==> src/rtl/vcfg_ctrl.sv <==
// Vector configuration controller: decodes vsetvli/vsetivli/vsetvl, computes vl and drives the vcsr write port.
// Optional macro VCFG_FRAC_LMUL_EN makes the fractional LMUL encodings (mf2, mf4) legal.
module vcfg_ctrl #(
    parameter int VLEN = 512,
    parameter int ELEN = 32
) (
    input  logic        clk,
    input  logic        nrst,
    input  logic        cfg_valid,
    output logic        cfg_ready,
    input  logic [31:0] cfg_instr,
    input  logic [31:0] rs1_data,
    input  logic [31:0] rs2_data,
    input  logic [31:0] vl_cur,
    output logic        csr_wr_en,
    output logic [31:0] csr_vl,
    output logic [31:0] csr_vtype,
    output logic        rd_we,
    output logic [4:0]  rd_addr,
    output logic [31:0] rd_data,
    output logic        cfg_done,
    output logic        vill
);

    typedef enum logic [1:0] {
        IDLE   = 2'd0,
        CALC   = 2'd1,
        COMMIT = 2'd2
    } state_e;

    localparam logic [6:0]  OPC_V  = 7'b1010111;
    localparam logic [31:0] VLEN_W = 32'(VLEN);
    localparam logic [31:0] ELEN_W = 32'(ELEN);

    state_e      state_q, state_d;
    logic [31:0] instr_q, instr_d;
    logic [31:0] rs1_q, rs1_d;
    logic [10:0] rs2_q, rs2_d;

    logic        csr_wr_en_q, csr_wr_en_d;
    logic [31:0] csr_vl_q, csr_vl_d;
    logic [31:0] csr_vtype_q, csr_vtype_d;
    logic        rd_we_q, rd_we_d;
    logic [4:0]  rd_addr_q, rd_addr_d;
    logic [31:0] rd_data_q, rd_data_d;
    logic        cfg_done_q, cfg_done_d;
    logic        vill_q, vill_d;

    logic        is_cfg;
    logic [10:0] vtype;
    logic [31:0] avl;
    logic [4:0]  rd_f;
    logic [4:0]  rs1_f;
    logic [2:0]  vsew;
    logic [2:0]  vlmul;
    logic [31:0] sew_bits;
    logic        lmul_ok;
    logic        legal;
    logic [31:0] vlmax;
    logic [31:0] vl;

    // Only vtype[10:0] of rs2 is architecturally meaningful.
    logic unused_rs2;
    assign unused_rs2 = ^rs2_data[31:11];

    // NOTE: every always_comb output gets a default first so no path can infer a latch.
    always_comb begin
        is_cfg = 1'b0;
        vtype  = '0;
        rd_f   = instr_q[11:7];
        rs1_f  = instr_q[19:15];
        if (instr_q[6:0] == OPC_V && instr_q[14:12] == 3'b111) begin
            if (!instr_q[31]) begin
                is_cfg = 1'b1;
                vtype  = instr_q[30:20];
            end else if (instr_q[30]) begin
                is_cfg = 1'b1;
                vtype  = {1'b0, instr_q[29:20]};
            end else if (instr_q[29:25] == 5'd0) begin
                is_cfg = 1'b1;
                vtype  = rs2_q;
            end
        end

        // rs1 == x0 with rd != x0 requests VLMAX; with rd == x0 it keeps the current vl.
        if (instr_q[31:30] == 2'b11) begin
            avl = {27'd0, rs1_f};
        end else if (rs1_f != 5'd0) begin
            avl = rs1_q;
        end else if (rd_f != 5'd0) begin
            avl = 32'hFFFF_FFFF;
        end else begin
            avl = vl_cur;
        end
    end

    always_comb begin
        vsew     = vtype[5:3];
        vlmul    = vtype[2:0];
        sew_bits = 32'd8 << vsew;
`ifdef VCFG_FRAC_LMUL_EN
        // Fractional LMUL 1/2^k is legal only while SEW <= ELEN / 2^k.
        lmul_ok = !vlmul[2] ||
                  (vlmul != 3'd4 && sew_bits <= (ELEN_W >> (4'd8 - {1'b0, vlmul})));
`else
        lmul_ok = !vlmul[2];
`endif
        legal = (vsew <= 3'd2) && (sew_bits <= ELEN_W) && (vtype[10:8] == 3'd0) && lmul_ok;

        vlmax = (VLEN_W >> (4'd3 + {1'b0, vsew})) << vlmul;
`ifdef VCFG_FRAC_LMUL_EN
        if (vlmul[2]) begin
            vlmax = VLEN_W >> (5'd11 + {2'b00, vsew} - {2'b00, vlmul});
        end
`endif
        vl = (avl < vlmax) ? avl : vlmax;
    end

    always_comb begin
        state_d     = state_q;
        instr_d     = instr_q;
        rs1_d       = rs1_q;
        rs2_d       = rs2_q;
        csr_wr_en_d = 1'b0;
        csr_vl_d    = '0;
        csr_vtype_d = '0;
        rd_we_d     = 1'b0;
        rd_addr_d   = '0;
        rd_data_d   = '0;
        cfg_done_d  = 1'b0;
        vill_d      = vill_q;

        unique case (state_q)
            IDLE: begin
                if (cfg_valid) begin
                    instr_d = cfg_instr;
                    rs1_d   = rs1_data;
                    rs2_d   = rs2_data[10:0];
                    state_d = CALC;
                end
            end
            CALC: begin
                // Results land in the output flops so they are stable for the whole COMMIT cycle.
                cfg_done_d = 1'b1;
                if (is_cfg) begin
                    csr_wr_en_d = 1'b1;
                    csr_vl_d    = legal ? vl : 32'd0;
                    csr_vtype_d = legal ? {1'b0, vtype, 20'd0} : 32'd0;
                    rd_we_d     = (rd_f != 5'd0);
                    rd_addr_d   = rd_f;
                    rd_data_d   = legal ? vl : 32'd0;
                    vill_d      = !legal;
                end
                state_d = COMMIT;
            end
            COMMIT: state_d = IDLE;
            default: state_d = IDLE;
        endcase
    end

    // NOTE: sequential state uses non-blocking assignments so every flop samples pre-edge values.
    always_ff @(posedge clk) begin
        if (!nrst) begin
            state_q     <= IDLE;
            csr_wr_en_q <= 1'b0;
            csr_vl_q    <= '0;
            csr_vtype_q <= '0;
            rd_we_q     <= 1'b0;
            rd_addr_q   <= '0;
            rd_data_q   <= '0;
            cfg_done_q  <= 1'b0;
            vill_q      <= 1'b0;
        end else begin
            state_q     <= state_d;
            csr_wr_en_q <= csr_wr_en_d;
            csr_vl_q    <= csr_vl_d;
            csr_vtype_q <= csr_vtype_d;
            rd_we_q     <= rd_we_d;
            rd_addr_q   <= rd_addr_d;
            rd_data_q   <= rd_data_d;
            cfg_done_q  <= cfg_done_d;
            vill_q      <= vill_d;
        end
    end

    // NOTE: the captured operands need no reset; they are only read in CALC, after a fresh capture.
    always_ff @(posedge clk) begin
        instr_q <= instr_d;
        rs1_q   <= rs1_d;
        rs2_q   <= rs2_d;
    end

    assign cfg_ready = nrst && (state_q == IDLE);
    assign csr_wr_en = csr_wr_en_q;
    assign csr_vl    = csr_vl_q;
    assign csr_vtype = csr_vtype_q;
    assign rd_we     = rd_we_q;
    assign rd_addr   = rd_addr_q;
    assign rd_data   = rd_data_q;
    assign cfg_done  = cfg_done_q;
    assign vill      = vill_q;

endmodule

==> config.mk <==
export PLATFORM = sky130hd
export DESIGN_NAME = vcfg_ctrl
export DESIGN_NICKNAME = d
export VERILOG_FILES = /design/src/rtl/vcfg_ctrl.sv
export SDC_FILE = /design/constraint.sdc
export NUM_CORES = 1
export LEC_CHECK = 0
export ABC_AREA = 1
export CAP_MARGIN = 20
export CORE_ASPECT_RATIO = 1.2
export CORE_MARGIN = 4
export CORE_UTILIZATION = 40
export CTS_BUF_LIST = sky130_fd_sc_hd__clkbuf_4 sky130_fd_sc_hd__clkbuf_8
export DETAILED_ROUTE_END_ITERATION = 12
export GPL_TIMING_DRIVEN = 0
export HOLD_SLACK_MARGIN = 0.12
export PLACE_DENSITY = 0.74
export SYNTH_ARGS = -nofsm -noshare
export SYNTH_HDL_FRONTEND = slang
export SYNTH_SLANG_ARGS = --single-unit
==> constraint.sdc <==
create_clock -name clk -period 6.75 [get_ports clk]
set_clock_uncertainty 0.15 [all_clocks]
set_input_delay 1.6875 -clock clk [delete_from_list [all_inputs] [get_ports clk]]
set_output_delay 1.6875 -clock clk [all_outputs]
set_load 0.01 [all_outputs]
==> images/met1.png <==
Scale bar: 20 µm.
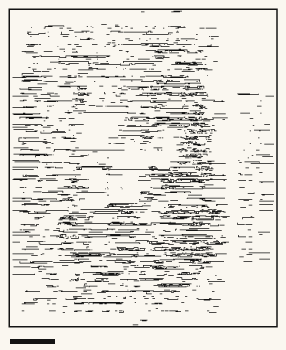
wire length on this layer: 5260 µm
nets with wire on the layer: 856
met1 Use GR: 19.0%
Total Wirelength: 14.8 mm

==> images/met2.png <==
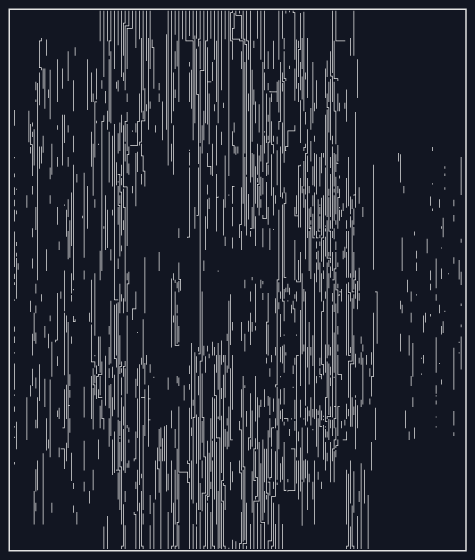
share of all routed wire: 53%
main direction: vertical
vias post-DR: 4613
GR Layer Usage met2: 32.2%

==> impl_metrics.ini <==
; synthesis and place-and-route metrics
[cts]
clkTransAtPathRegs_ns = 0.08
postCtsHoldBufs = 0
clk_latency_ns = 0.43
cts_buffer_depth = 2
cts_buffers = 17
cts-resized-gates = 0
clock_sinks = 129
cts_root_buf = clkbuf_8

[final_timing]
maxSlewViolCount = 0
worst_slew_pin_slew_ns = 0.508
max_slew_margin_pct = 65.8
fmax_mhz = 206
setup_tns_ns = 0
hold_violations = 0
whs_ns = 0.331

[setup_path]
slowest_stage = clkdlybuf4s50_1
cp_cell_sequence = clkdlybuf4s50_1 > inv_1 > nor2_1 > clkdlybuf4s50_1
required_ns = 4.91
worst_setup_path_end_kind = primary output
crit_arrival_ns = 3.01
max_stage_delay_ns = 0.59
cp_max_fo = 6
worstSetupStartpointType = input pin

[job]
drv_cap = 0
openroad.warnings = 47

[synth]
synth_area_um2 = 5730
top_area_share_pct = 39.3
ys_ff = 129
ys_cells = 557
ys_warn_count = 0
ys_seq_share_pct = 58.2
post-synth-top-area-cell = edfxtp_1
yosysUniqueCellTypes = 45
synth.avg_cell_area_um2 = 10.3
yosys_area_um2 = 5730
synth-async-reset-ratio_pct = 0
area_leaders = edfxtp_1, dfxtp_1, buf_4

[detailed_routing]
drc = 0
wire_per_inst_um = 14.8
final_antenna_net_count = 0

[placement]
dpl.hpwl_mm = 11.7

[floorplan]
die-area_um2 = 16300
rows = 47
die_w_um = 117
ioPinCount = 237
die_y_um = 139

[layout]
nNetsFinal = 959
utilization_pct = 60.8

[grt]
antenna_found_initial = 1
grt_pass1_vias = 4805
overflow = 0

[outcome]
status = complete, no violations
==> images/met3.png <==
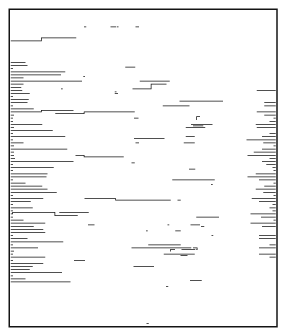
main direction: horizontal
longest straight run: 31.1 µm
share of all routed wire: 8.9%
nets with wire on the layer: 148
met3 GRT Util: 7.42%

-- report_power, final --
group / internal (mW) / switching, mW
sequential: 0.875 / 0.0130
combinational: 0.123 / 0.0921
clock: 0.304 / 0.338
total: 1.30 / 0.443
-- registers in the layout (all words and copies together) (netlist names) --
name,flops
cfg_done,1
csr_vtype,11
csr_wr_en,1
instr_q,32
rd_addr,5
rd_data,32
rd_we,1
rs1_q,32
rs2_q,11
state_q,2
vill,1
-- logic make-up (layout without fill, tap and decap cells) --
kind of cell	count (synthesis)	after routing	synth area share, %
adders and majority gates	13	13	2.84
muxes	1	1	0.175
AOI/OAI and AO/OA	81	81	9.66
buffers and inverters	136	364	13.2
DFF	129	129	58.2
other	1	45	0.0655
and+or+nand+nor	196	196	15.9
-- cells in the final DEF (no fill, tap or decap), drive strengths merged --
cell type      count
clkdlybuf4s50    194
nand2             91
edfxtp            75
inv               75
buf               67
nor2              60
dfxtp             54
conb              44
a21oi             25
nand3             23
clkbuf            22
o221ai            21
o21ai             18
ha                13
nor3               7
nand4              6
o221a              5
o22ai              4
clkinv             4
nor4               3
or2                3
a211oi             2
a21boi             2
diode              1
mux2i              1
nand3b             1
a31oi              1
o21a               1
o31ai              1
and3               1
o2111a             1
nor3b              1
bufinv             1
clkinvlp           1
-- worst paths after layout --
kind                                                to  slack (ns)  depth (start not counted)
worst max-delay path                         cfg_ready        1.90                          4
worst min-delay path                 vill$_SDFFE_PN0P_        0.33                          2
worst max register to register  rd_data[10]$_SDFF_PN0_        2.90                         19
worst min register to register       vill$_SDFFE_PN0P_        0.33                          2
-- critical path, delay by kind of cell --
kind	cells	cell delay (ns)
buffers and inverters	3	1.20
AND/OR/NAND/NOR	1	0.12
-- cell usage after synthesis (2+ instances only) --
cell type and n:
nand2_1 85, edfxtp_1 75, inv_1 63, nor2_1 55, dfxtp_1 54, buf_4 53
a21oi_1 24, nand3_1 22, o221ai_1 20, ha_1 13, o21ai_0 13, buf_2 5
buf_6 5, clkbuf_1 5, nand2_2 5, nand4_1 5, o21ai_1 5, o221a_2 5
nor3_1 4, o22ai_1 4, inv_2 3, nor3_2 3, nor4_1 3, a211oi_1 2
a21boi_0 2, buf_1 2, nor2_2 2, nor2_8 2, or2_2 2
-- layer usage --
layer,GRT usage [%],wire [µm],up-vias
li1,-,-,2321
met1,19.0,5260,2061
met2,32.2,7750,195
met3,7.42,1320,36
met4,7.85,433,0
met5,0,0,-
-- cell type report --
type | count | share of cell area, %
inverter | 66 | 2.92
sequential | 129 | 39.3
multi-input combinational | 335 | 21.3
clock inverter | 15 | 1.76
buffer | 70 | 5.96
antenna | 1 | 0.0295
timing repair buffer | 196 | 23.4
tap | 171 | 2.52
clock buffer | 17 | 2.76
-- metrics by stage --
| step | std cells | power (mW) | instance area [µm²] |
|---|---|---|---|
| after floorplan | 600 | 1.00 | 5890 |
| after global placement | 965 | 1.11 | 8040 |
| after detailed placement | 967 | 1.12 | 8090 |
| after CTS | 999 | 1.76 | 8470 |
| after global routing | 1000 | 1.82 | 8480 |
| final | 1000 | 1.74 | 8480 |
Power figures rest on the tool's default switching activity, not on a simulated workload.
